$ cat src/rtl/apb_adv_timer_cfg_seq.sv
// APB master that programs or stops one channel of the advanced timer by issuing
// a fixed register-write sequence. It reports done, or an error for PSLVERR or a wait-state timeout.
module apb_adv_timer_cfg_seq #(
    parameter int unsigned       APB_AW    = 12,
    parameter logic [APB_AW-1:0] BASE_ADDR = '0,
    parameter int unsigned       TIMEOUT   = 16
) (
    input  logic              HCLK,
    input  logic              HRESET,
    input  logic              req_i,
    input  logic              op_i,
    input  logic [1:0]        ch_i,
    input  logic [31:0]       config_i,
    input  logic [31:0]       threshold_i,
    input  logic [31:0]       th_ch0_i,
    output logic              ack_o,
    output logic              busy_o,
    output logic              done_o,
    output logic              err_o,
    output logic [1:0]        err_code_o,
    output logic [APB_AW-1:0] PADDR,
    output logic [31:0]       PWDATA,
    output logic              PWRITE,
    output logic              PSEL,
    output logic              PENABLE,
    input  logic [31:0]       PRDATA,
    input  logic              PREADY,
    input  logic              PSLVERR
);

    localparam int unsigned TW = $clog2(TIMEOUT + 1);

    typedef enum logic [2:0] {StIdle, StSetup, StAccess, StDone, StErr} state_e;

    state_e            state_q;
    logic [2:0]        step_q;
    logic [TW-1:0]     tcnt_q;
    logic              op_q;
    logic [1:0]        ch_q;
    logic [31:0]       cfg_q;
    logic [31:0]       thr_q;
    logic [31:0]       th0_q;
    logic              psel_q;
    logic              penable_q;
    logic [APB_AW-1:0] paddr_q;
    logic [31:0]       pwdata_q;
    logic              busy_q;
    logic              done_q;
    logic              err_q;
    logic [1:0]        err_code_q;
    logic              last_step;
    logic              unused_prdata;

    // Program steps: CMD, CONFIG, THRESHOLD, TH_CH0, CMD, CMD. Stop is a single CMD write.
    function automatic logic [APB_AW-1:0] step_addr(input logic [1:0] ch, input logic op,
                                                    input logic [2:0] step);
        logic [7:0] off;
        off = 8'h00;
        if (!op) begin
            case (step)
                3'd1:    off = 8'h04;
                3'd2:    off = 8'h08;
                3'd3:    off = 8'h0C;
                default: off = 8'h00;
            endcase
        end
        return BASE_ADDR + APB_AW'({ch, 6'b0} + off);
    endfunction

    function automatic logic [31:0] step_data(input logic op, input logic [2:0] step,
                                              input logic [31:0] cfg, input logic [31:0] thr,
                                              input logic [31:0] th0);
        logic [31:0] d;
        if (op) begin
            d = 32'h0000_0002;
        end else begin
            case (step)
                3'd0:    d = 32'h0000_0008;
                3'd1:    d = cfg;
                3'd2:    d = thr;
                3'd3:    d = th0;
                3'd4:    d = 32'h0000_0004;
                default: d = 32'h0000_0001;
            endcase
        end
        return d;
    endfunction

    assign last_step     = op_q || (step_q == 3'd5);
    assign unused_prdata = ^PRDATA;

    always_ff @(posedge HCLK) begin
        if (HRESET) begin
            state_q    <= StIdle;
            step_q     <= '0;
            tcnt_q     <= '0;
            op_q       <= 1'b0;
            ch_q       <= '0;
            cfg_q      <= '0;
            thr_q      <= '0;
            th0_q      <= '0;
            psel_q     <= 1'b0;
            penable_q  <= 1'b0;
            paddr_q    <= '0;
            pwdata_q   <= '0;
            busy_q     <= 1'b0;
            done_q     <= 1'b0;
            err_q      <= 1'b0;
            err_code_q <= '0;
        end else begin
            done_q <= 1'b0;
            err_q  <= 1'b0;
            unique case (state_q)
                StIdle: begin
                    if (req_i) begin
                        op_q       <= op_i;
                        ch_q       <= ch_i;
                        cfg_q      <= config_i;
                        thr_q      <= threshold_i;
                        th0_q      <= th_ch0_i;
                        step_q     <= '0;
                        tcnt_q     <= '0;
                        err_code_q <= '0;
                        paddr_q    <= step_addr(ch_i, op_i, 3'd0);
                        pwdata_q   <= step_data(op_i, 3'd0, config_i, threshold_i, th_ch0_i);
                        psel_q     <= 1'b1;
                        penable_q  <= 1'b0;
                        busy_q     <= 1'b1;
                        state_q    <= StSetup;
                    end
                end
                StSetup: begin
                    tcnt_q    <= '0;
                    penable_q <= 1'b1;
                    state_q   <= StAccess;
                end
                StAccess: begin
                    if (PREADY) begin
                        if (PSLVERR) begin
                            err_q      <= 1'b1;
                            err_code_q <= 2'b01;
                            psel_q     <= 1'b0;
                            penable_q  <= 1'b0;
                            busy_q     <= 1'b0;
                            state_q    <= StErr;
                        end else if (last_step) begin
                            done_q    <= 1'b1;
                            psel_q    <= 1'b0;
                            penable_q <= 1'b0;
                            busy_q    <= 1'b0;
                            state_q   <= StDone;
                        end else begin
                            // Next transfer starts immediately, no idle cycle in between.
                            step_q    <= step_q + 3'd1;
                            paddr_q   <= step_addr(ch_q, op_q, step_q + 3'd1);
                            pwdata_q  <= step_data(op_q, step_q + 3'd1, cfg_q, thr_q, th0_q);
                            penable_q <= 1'b0;
                            state_q   <= StSetup;
                        end
                    end else if (tcnt_q == TW'(TIMEOUT - 1)) begin
                        err_q      <= 1'b1;
                        err_code_q <= 2'b10;
                        psel_q     <= 1'b0;
                        penable_q  <= 1'b0;
                        busy_q     <= 1'b0;
                        state_q    <= StErr;
                    end else begin
                        tcnt_q <= tcnt_q + 1'b1;
                    end
                end
                StDone, StErr: state_q <= StIdle;
                default:       state_q <= StIdle;
            endcase
        end
    end

    assign ack_o      = (state_q == StIdle) && req_i && !HRESET;
    assign busy_o     = busy_q;
    assign done_o     = done_q;
    assign err_o      = err_q;
    assign err_code_o = err_code_q;
    assign PADDR      = paddr_q;
    assign PWDATA     = pwdata_q;
    assign PWRITE     = psel_q;
    assign PSEL       = psel_q;
    assign PENABLE    = penable_q;

endmodule

$ cat config.mk
export PLATFORM = sky130hd
export DESIGN_NAME = apb_adv_timer_cfg_seq
export DESIGN_NICKNAME = d
export VERILOG_FILES = /design/src/rtl/apb_adv_timer_cfg_seq.sv
export SDC_FILE = /design/constraint.sdc
export NUM_CORES = 1
export LEC_CHECK = 0
export CAP_MARGIN = 20
export CELL_PAD_IN_SITES_DETAIL_PLACEMENT = 0
export CELL_PAD_IN_SITES_GLOBAL_PLACEMENT = 1
export CORE_UTILIZATION = 36
export CTS_CLUSTER_SIZE = 10
export DETAILED_ROUTE_END_ITERATION = 6
export PLACE_DENSITY = 0.95
export SLEW_MARGIN = 20
export SYNTH_ARGS = -nofsm -noshare
export SYNTH_HDL_FRONTEND = slang
export SYNTH_SLANG_ARGS = --single-unit
$ cat constraint.sdc
create_clock -name HCLK -period 4.28 [get_ports HCLK]
set_input_delay 0.856 -clock HCLK [delete_from_list [all_inputs] [get_ports HCLK]]
set_output_delay 0.856 -clock HCLK [all_outputs]
set_load 0.05 [all_outputs]
Figure 1. Where the registers sit.
Bar = 50 um.
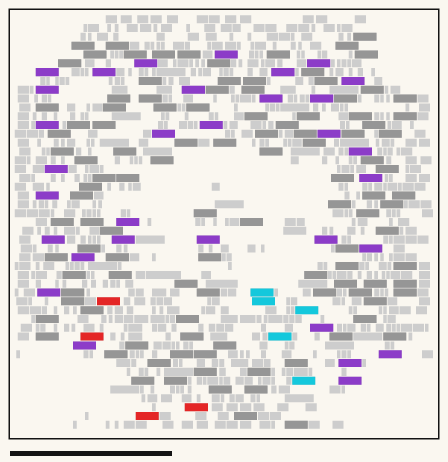
- `thr_q`: purple (sequential cells 32; where widely spread)
- `tcnt_q`: cyan (sequential cells 5)
- `PADDR`: red (sequential cells 4; where south-west)
- not colored: 111
end-of-flow core utilization: 0.496
sequential portion of the cell area: 0.371
FF/Latch Area: 3040 um2

==> results.txt <==
Implementation results. Setup repair after global routing left no endpoint under its margin. Of all the cell area in the finished design, the clock network holds 0.0690. The most critical setup path has its endpoint at ack_o. The number of antenna violations at the first check in global routing was 0. Warnings raised by the tools during the run amount to 66. By area, the class that comes first in the final layout consists of flip-flops and latches. Per the power-grid run, VDD falls by no more than roughly 280 uV.

For this run, the register share of the synthesized area comes to 0.500. The layer flagged by global routing as most heavily used is met2. The synthesis report gives the async set-or-reset register share as 0. Per the timing report, the achievable frequency comes out to between 300 and 400 MHz. The leakage component of the power was reported as around 3.1 nW. STA classifies the critical path startpoint as an input pin. Tap insertion was completed with 220 tapcells. Portion of the clock cycle consumed by the worst path in the final layout landed at 0.738. The final layout report lists a clock buffer count of 20.

At the pin with the least slew margin, the transition time is approximately 1.1 ns. The flow ran to the end, and the final reports show no timing, DRC or antenna violations. Per the post-route antenna check, the number of violating nets is 0. Minimum setup slack in the final design landed at approximately 1.1 ns.
Figure 2. Close-up of the layout.
Bar = 5 um. Window x 56 to 76, y 82 to 102 um. Cells in gray, sequential cells in the stronger gray; small squares are vias.
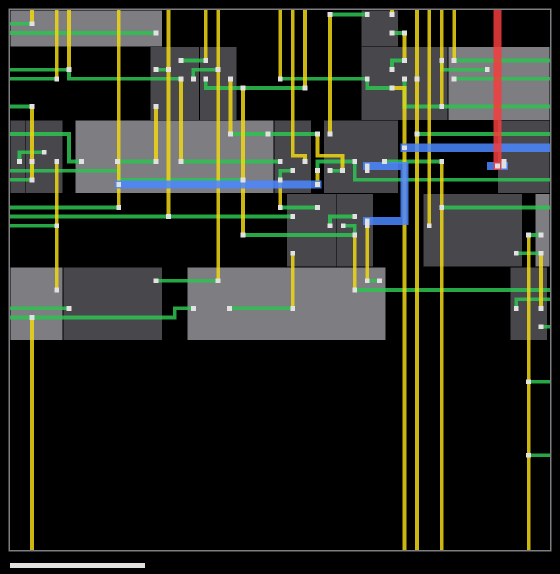
- metal 2: yellow
- metal 3: blue
- metal 1: green
- metal 4: red
- cells with their middle in the window: 15
- sequential cells in the window: 3
- most frequent: nand2_1 (5), dfxtp_1 (3), clkdlybuf4s50_1 (3)

## where the power goes
part	leakage [nW]	internal [mW]	switching, mW
clock network	0.274	0.841	0.578
logic	1.61	0.183	0.267
registers	1.24	1.49	0.0424
total	3.13	2.52	0.888
## cells by family after synthesis
group           Yosys count  synth area share
buf+inv                  72            0.0557
compound gates          201             0.213
fa+ha+maj                 8            0.0164
simple gates            319             0.213
mux                       1           0.00164
flops                   152             0.500
other cells               1          0.000616
## flip-flops by register name, summed over array words and instances, names as in the netlist
register	flops
cfg_q	32
thr_q	32
ch_q	2
done_o	1
PWDATA	32
err_o	1
op_q	1
th0_q	32
PADDR	4
busy_o	1
PENABLE	1
state_q	3
step_q	3
tcnt_q	5
err_code_o	2
## critical path, delay by kind of cell
kind / cells / cell delay [ns]
buf+inv: 2 / 0.72
simple gates: 2 / 0.73
Power is estimated from default activity; no workload was simulated.
